===== src/rtl/uart_rx_fifo_if.sv =====
// Handshake bundle between the UART receiver / host side and the receive FIFO.
// Threshold signals exist only when UART_RX_FIFO_THRESHOLD_EN is defined.
interface uart_rx_fifo_if #(
  parameter int DATA_WIDTH = 8,
  parameter int DEPTH      = 8
) ();
  localparam int ADDR_WIDTH = $clog2(DEPTH);

  logic                  data_valid;
  logic [DATA_WIDTH-1:0] parallel_data;
  logic                  parity_error;
  logic                  frame_error;
  logic                  rd_en;
  logic                  overrun_clr;
  logic [DATA_WIDTH-1:0] rd_data;
  logic                  rd_parity_error;
  logic                  rd_frame_error;
  logic                  rd_valid;
  logic                  empty;
  logic                  full;
  logic [ADDR_WIDTH:0]   count;
  logic                  overrun;
`ifdef UART_RX_FIFO_THRESHOLD_EN
  logic [ADDR_WIDTH:0]   rx_threshold;
  logic                  rx_threshold_hit;

  modport master (
    output data_valid, parallel_data, parity_error, frame_error,
    output rd_en, overrun_clr, rx_threshold,
    input  rd_data, rd_parity_error, rd_frame_error, rd_valid,
    input  empty, full, count, overrun, rx_threshold_hit
  );

  modport slave (
    input  data_valid, parallel_data, parity_error, frame_error,
    input  rd_en, overrun_clr, rx_threshold,
    output rd_data, rd_parity_error, rd_frame_error, rd_valid,
    output empty, full, count, overrun, rx_threshold_hit
  );
`else
  modport master (
    output data_valid, parallel_data, parity_error, frame_error,
    output rd_en, overrun_clr,
    input  rd_data, rd_parity_error, rd_frame_error, rd_valid,
    input  empty, full, count, overrun
  );

  modport slave (
    input  data_valid, parallel_data, parity_error, frame_error,
    input  rd_en, overrun_clr,
    output rd_data, rd_parity_error, rd_frame_error, rd_valid,
    output empty, full, count, overrun
  );
`endif
endinterface


===== src/rtl/uart_rx_fifo.sv =====
// Circular receive FIFO storing {frame_error, parity_error, data} per character.
// Optional fill threshold flag built when UART_RX_FIFO_THRESHOLD_EN is defined.
module uart_rx_fifo #(
  parameter  int DATA_WIDTH = 8,
  parameter  int DEPTH      = 8,
  localparam int ADDR_WIDTH = $clog2(DEPTH)
) (
  input  logic            UCLK,
  input  logic            reset,
  uart_rx_fifo_if.slave   bus
);
  localparam logic [ADDR_WIDTH:0] FULL_CNT = (ADDR_WIDTH+1)'(DEPTH);

  logic [DATA_WIDTH+1:0] r_mem [DEPTH];
  logic [ADDR_WIDTH-1:0] r_wr_ptr;
  logic [ADDR_WIDTH-1:0] r_rd_ptr;
  logic [ADDR_WIDTH:0]   r_count;
  logic [DATA_WIDTH-1:0] r_rd_data;
  logic                  r_rd_parity_error;
  logic                  r_rd_frame_error;
  logic                  r_rd_valid;
  logic                  r_overrun;

  logic                  w_full;
  logic                  w_empty;
  logic                  w_rd_acc;
  logic                  w_wr_acc;
  logic                  w_drop;
  logic [ADDR_WIDTH:0]   w_count_nxt;

  assign w_full   = (r_count == FULL_CNT);
  assign w_empty  = (r_count == '0);
  assign w_rd_acc = bus.rd_en && !w_empty;
  // A full FIFO still accepts a write when a read frees a slot on the same edge.
  assign w_wr_acc = bus.data_valid && (!w_full || w_rd_acc);
  assign w_drop   = bus.data_valid && w_full && !w_rd_acc;

  always_comb begin
    w_count_nxt = r_count;
    case ({w_wr_acc, w_rd_acc})
      2'b10:   w_count_nxt = r_count + 1'b1;
      2'b01:   w_count_nxt = r_count - 1'b1;
      default: w_count_nxt = r_count;
    endcase
  end

  // Storage is not reset; only pointers and flags are.
  always_ff @(posedge UCLK) begin
    if (w_wr_acc)
      r_mem[r_wr_ptr] <= {bus.frame_error, bus.parity_error, bus.parallel_data};
  end

  always_ff @(posedge UCLK) begin
    if (!reset) begin
      r_wr_ptr          <= '0;
      r_rd_ptr          <= '0;
      r_count           <= '0;
      r_rd_data         <= '0;
      r_rd_parity_error <= 1'b0;
      r_rd_frame_error  <= 1'b0;
      r_rd_valid        <= 1'b0;
      r_overrun         <= 1'b0;
    end else begin
      if (w_wr_acc)
        r_wr_ptr <= r_wr_ptr + 1'b1;
      if (w_rd_acc) begin
        r_rd_ptr <= r_rd_ptr + 1'b1;
        {r_rd_frame_error, r_rd_parity_error, r_rd_data} <= r_mem[r_rd_ptr];
      end
      r_rd_valid <= w_rd_acc;
      r_count    <= w_count_nxt;
      // A drop in the same cycle as a clear keeps the flag set.
      if (w_drop)
        r_overrun <= 1'b1;
      else if (bus.overrun_clr)
        r_overrun <= 1'b0;
    end
  end

  assign bus.rd_data         = r_rd_data;
  assign bus.rd_parity_error = r_rd_parity_error;
  assign bus.rd_frame_error  = r_rd_frame_error;
  assign bus.rd_valid        = r_rd_valid;
  assign bus.count           = r_count;
  assign bus.empty           = w_empty;
  assign bus.full            = w_full;
  assign bus.overrun         = r_overrun;

`ifdef UART_RX_FIFO_THRESHOLD_EN
  logic r_thr_hit;

  always_ff @(posedge UCLK) begin
    if (!reset)
      r_thr_hit <= 1'b0;
    else
      r_thr_hit <= (bus.rx_threshold != '0) && (w_count_nxt >= bus.rx_threshold);
  end

  assign bus.rx_threshold_hit = r_thr_hit;
`endif

endmodule


===== src/flat_wrapper.sv =====
// flat-port wrapper written by rule: the top's interface ports become plain ports
module uart_rx_fifo_flat 
#(
  parameter  int DATA_WIDTH = 8,
  parameter  int DEPTH      = 8,
  localparam int ADDR_WIDTH = $clog2(DEPTH)
)
  (UCLK, reset, bus_data_valid, bus_parallel_data, bus_parity_error, bus_frame_error, bus_rd_en, bus_overrun_clr, bus_rd_data, bus_rd_parity_error, bus_rd_frame_error, bus_rd_valid, bus_empty, bus_full, bus_count, bus_overrun);
  uart_rx_fifo_if #(.DATA_WIDTH(DATA_WIDTH), .DEPTH(DEPTH)) bus_i ();
  input  logic UCLK;
  input  logic reset;
  input wire logic [$bits(bus_i.data_valid)-1:0] bus_data_valid;
  input wire logic [$bits(bus_i.parallel_data)-1:0] bus_parallel_data;
  input wire logic [$bits(bus_i.parity_error)-1:0] bus_parity_error;
  input wire logic [$bits(bus_i.frame_error)-1:0] bus_frame_error;
  input wire logic [$bits(bus_i.rd_en)-1:0] bus_rd_en;
  input wire logic [$bits(bus_i.overrun_clr)-1:0] bus_overrun_clr;
  output wire logic [$bits(bus_i.rd_data)-1:0] bus_rd_data;
  output wire logic [$bits(bus_i.rd_parity_error)-1:0] bus_rd_parity_error;
  output wire logic [$bits(bus_i.rd_frame_error)-1:0] bus_rd_frame_error;
  output wire logic [$bits(bus_i.rd_valid)-1:0] bus_rd_valid;
  output wire logic [$bits(bus_i.empty)-1:0] bus_empty;
  output wire logic [$bits(bus_i.full)-1:0] bus_full;
  output wire logic [$bits(bus_i.count)-1:0] bus_count;
  output wire logic [$bits(bus_i.overrun)-1:0] bus_overrun;
  assign bus_i.data_valid = bus_data_valid;
  assign bus_i.parallel_data = bus_parallel_data;
  assign bus_i.parity_error = bus_parity_error;
  assign bus_i.frame_error = bus_frame_error;
  assign bus_i.rd_en = bus_rd_en;
  assign bus_i.overrun_clr = bus_overrun_clr;
  assign bus_rd_data = bus_i.rd_data;
  assign bus_rd_parity_error = bus_i.rd_parity_error;
  assign bus_rd_frame_error = bus_i.rd_frame_error;
  assign bus_rd_valid = bus_i.rd_valid;
  assign bus_empty = bus_i.empty;
  assign bus_full = bus_i.full;
  assign bus_count = bus_i.count;
  assign bus_overrun = bus_i.overrun;
  uart_rx_fifo #(.DATA_WIDTH(DATA_WIDTH), .DEPTH(DEPTH)) u_core (.UCLK(UCLK), .reset(reset), .bus(bus_i));
endmodule

===== config.mk =====
export PLATFORM = sky130hd
export DESIGN_NAME = uart_rx_fifo_flat
export DESIGN_NICKNAME = d
export VERILOG_FILES = /design/src/rtl/uart_rx_fifo_if.sv /design/src/rtl/uart_rx_fifo.sv /design/src/flat_wrapper.sv
export SDC_FILE = /design/constraint.sdc
export NUM_CORES = 1
export LEC_CHECK = 0
export ABC_AREA = 1
export CORE_UTILIZATION = 52
export CTS_CLUSTER_DIAMETER = 30
export DETAILED_ROUTE_END_ITERATION = 8
export PLACE_DENSITY = 0.74
export SYNTH_ARGS = -nofsm -noshare
export SYNTH_HDL_FRONTEND = slang
export SYNTH_SLANG_ARGS = --single-unit

===== constraint.sdc =====
create_clock -name UCLK -period 1.55 [get_ports UCLK]
set_input_delay 0.31 -clock UCLK [delete_from_list [all_inputs] [get_ports UCLK]]
set_output_delay 0.31 -clock UCLK [all_outputs]
set_load 0.005 [all_outputs]

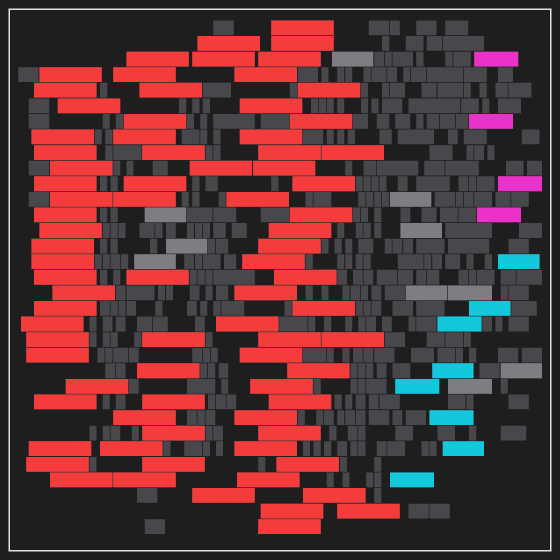
**Above:** register map, names as in the netlist.
Other sequential cells in the stronger gray, the rest of the logic in the fainter gray.
[u_core.bus.rd_data] cyan | placed flops: 8
[u_core.bus.count] magenta | placed flops: 4 | where: top right
[u_core.r_mem] red | placed flops: 80

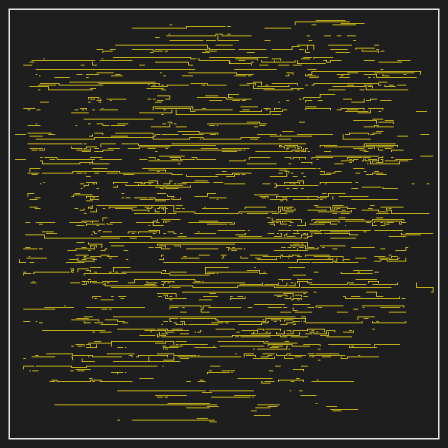
**Above:** metal 1.
main direction: horizontal
longest straight run: 43.7 um

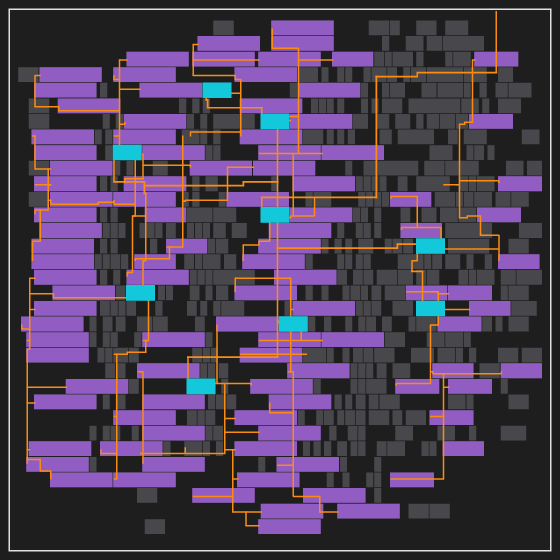
**Above:** clock network drawn from the DEF.
[flip-flops] purple | count: 102
[cells driving clock nets] cyan | count: 9
[clock wires] orange | length: 1,060 um
flops lie: all over the die

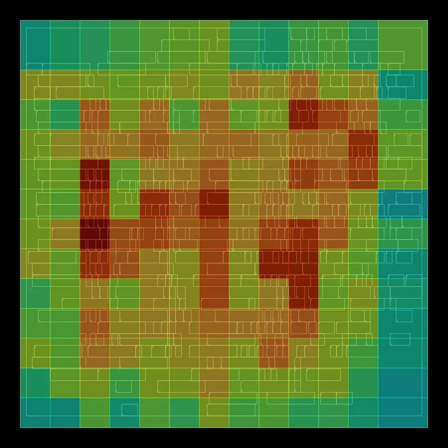
**Above:** track usage over the die.
total global-route track usage: 0.230
wire length per cell: 15.8 um
global-route met3 utilization: 0.0461

==> results.json <==
{
  "run_status": "finished, violations left",
  "violations": "negative setup slack",
  "layout-drive-gt1-share": 0.226,
  "power.density_cell_area_nw_per_um2": 1500,
  "wl_met2_um": 4700,
  "area_growth_syn_to_layout_pct": 20.1,
  "synthFlopType": "edfxtp_1",
  "clk_latency_ns": 0.37,
  "final_worst_setup_slack_ns": -0.0433,
  "initialDrtViolationCount": 210,
  "cell_count_listed_in_synth_stat_txt": 417,
  "top_layer": "met4",
  "diodes": 0,
  "detailedRoute.firstPassIterationCount": 5,
  "worst_vdd_rail_ir_drop_mv": 0.796,
  "crit_buf_inv": 2,
  "synth_cells": 417,
  "antenna_found_initial": 0,
  "post_layout_nonfiller_instances": 582,
  "grt_pass1_vias": 2893,
  "worst-setup-path-type": "flip-flop to flip-flop",
  "route.layer.met1.wl_um": 3930,
  "final_core_utilization": 0.647,
  "family_with_the_most_delay_on_the_worst_path": "simple AND/OR/NAND/NOR gates",
  "detailed_placement_wirelength_estimate_um": 6420,
  "report.final.hold_viol_count": 0,
  "fillCellCount": 641,
  "power.static_leakage_nw": 2.13,
  "synthesis.nets": 437,
  "final_slew_violations": 0,
  "register_area_um2": 2860,
  "route.detailed.vias_per_inst": 5.16,
  "max_cap_violations": 0,
  "synth_dominant_cell_count": "nand2_1",
  "grt_pass1_wl_um": 14700,
  "synth-async-reset-ratio": 0,
  "setup-violations-final": 1,
  "yosys.area.top_type": "edfxtp_1",
  "clkSlewWorstSetupHoldPaths_ns": 0.10,
  "total_area_of_multi_input_combinational_cells_um2": 1360,
  "numClockSinks": 102,
  "cts_root_buffer": "clkbuf_8",
  "netlist_area_um2": 4420,
  "setup.worst_path.end_class": "flip-flop",
  "numCtsBuffers": 9,
  "maximum_fanout_count_along_the_critical_path": 3,
  "crit_required_ns": 1.78
}
metal layers:
layer | track usage | up-vias
met4 | 0.0731 | 0
met5 | 0 | -
met1 | 0.303 | 1420
met2 | 0.380 | 90
li1 | - | 1485
met3 | 0.0461 | 6
sequential cells by signal, indices dropped and copies added (netlist names):
register and flops:
u_core.bus.rd_frame_error 1, u_core.bus.rd_parity_error 1, u_core.r_rd_ptr 3, u_core.bus.count 4, u_core.r_mem 80, u_core.bus.overrun 1, u_core.bus.rd_valid 1, u_core.r_wr_ptr 3
u_core.bus.rd_data 8
placed cells by master, fill, tap and decap left out, types with 3 or more instances in the layout:
master,synthesis,final
inv_1,37,32
nand2_2,3,3
inv_2,1,5
nand3_1,39,36
nor2_2,1,5
buf_4,3,21
nand3_2,11,13
inv_6,0,3
nor2_1,32,28
clkdlybuf4s50_1,0,22
edfxtp_1,80,80
a21oi_2,10,11
a21oi_1,10,8
dfxtp_2,0,10
dfxtp_1,22,12
buf_12,1,4
dlygate4sd2_1,0,5
ha_1,4,3
buf_6,4,6
clkbuf_8,0,9
nand2_1,122,122
dlymetal6s2s_1,0,3
o21ai_0,10,10
o21ai_1,5,4
worst paths after layout:
| kind | cells past startpoint | start | to | slack [ns] |
|---|---|---|---|---|
| max | 10 | u_core.bus.count[0]$_SDFFE_PN0P_ | u_core.bus.count[2]$_SDFFE_PN0P_ | -0.04 |
| min | 2 | u_core.bus.rd_data[4]$_SDFFE_PN0N_ | u_core.bus.rd_data[4]$_SDFFE_PN0N_ | 0.46 |
| max reg2reg | 10 | u_core.bus.count[0]$_SDFFE_PN0P_ | u_core.bus.count[2]$_SDFFE_PN0P_ | -0.04 |
| min reg2reg | 2 | u_core.bus.rd_data[4]$_SDFFE_PN0N_ | u_core.bus.rd_data[4]$_SDFFE_PN0N_ | 0.46 |
layout make-up:
cell class / count / share of cell area
sequential: 102 / 0.537
multi-input combinational: 257 / 0.256
timing repair buffer: 62 / 0.115
inverter: 40 / 0.0301
tap: 105 / 0.0247
clock buffer: 9 / 0.0233
clock inverter: 7 / 0.0137
power by group:
| group | internal (mW) | total (mW) | switching, mW |
|---|---|---|---|
| Combinational | 1.29 | 2.99 | 1.70 |
| Clock | 0.637 | 1.63 | 0.995 |
| Sequential | 3.22 | 3.35 | 0.133 |
| Total | 5.14 | 7.98 | 2.83 |
cells by family (layout without fill, tap and decap cells):
logic type                 count (synthesis)  after routing  synth area share
DFF                                      102            102             0.643
adders and majority gates                  5              5            0.0158
buffers and inverters                     58            118            0.0653
xor gates and xnor gates                   2              2           0.00396
AOI/OAI and AO/OA                         35             35            0.0481
and+or+nand+nor                          215            215             0.224
per-stage QoR:
stage / setup TNS [ns] / setup slack (ns) / hold WS, ns / instance area (um2)
2_1_floorplan: -5.33 / -0.0903 / 0.409 / 4440
3_3_place_gp: -28.22 / -0.377 / 0.455 / 5030
3_5_place_dp: -31.25 / -0.421 / 0.454 / 5030
4_1_cts: -0.0781 / -0.0717 / 0.470 / 5270
5_1_grt: -0.351 / -0.197 / 0.485 / 5310
6_report: -0.0433 / -0.0433 / 0.464 / 5310
timing repair:
action,4_1_cts,5_1_grt
setup buffers,1,0
pin swaps,5,6
setup endpoints to repair,21,61
gates resized,25,23
Power figures rest on the tool's default switching activity, not on a simulated workload.
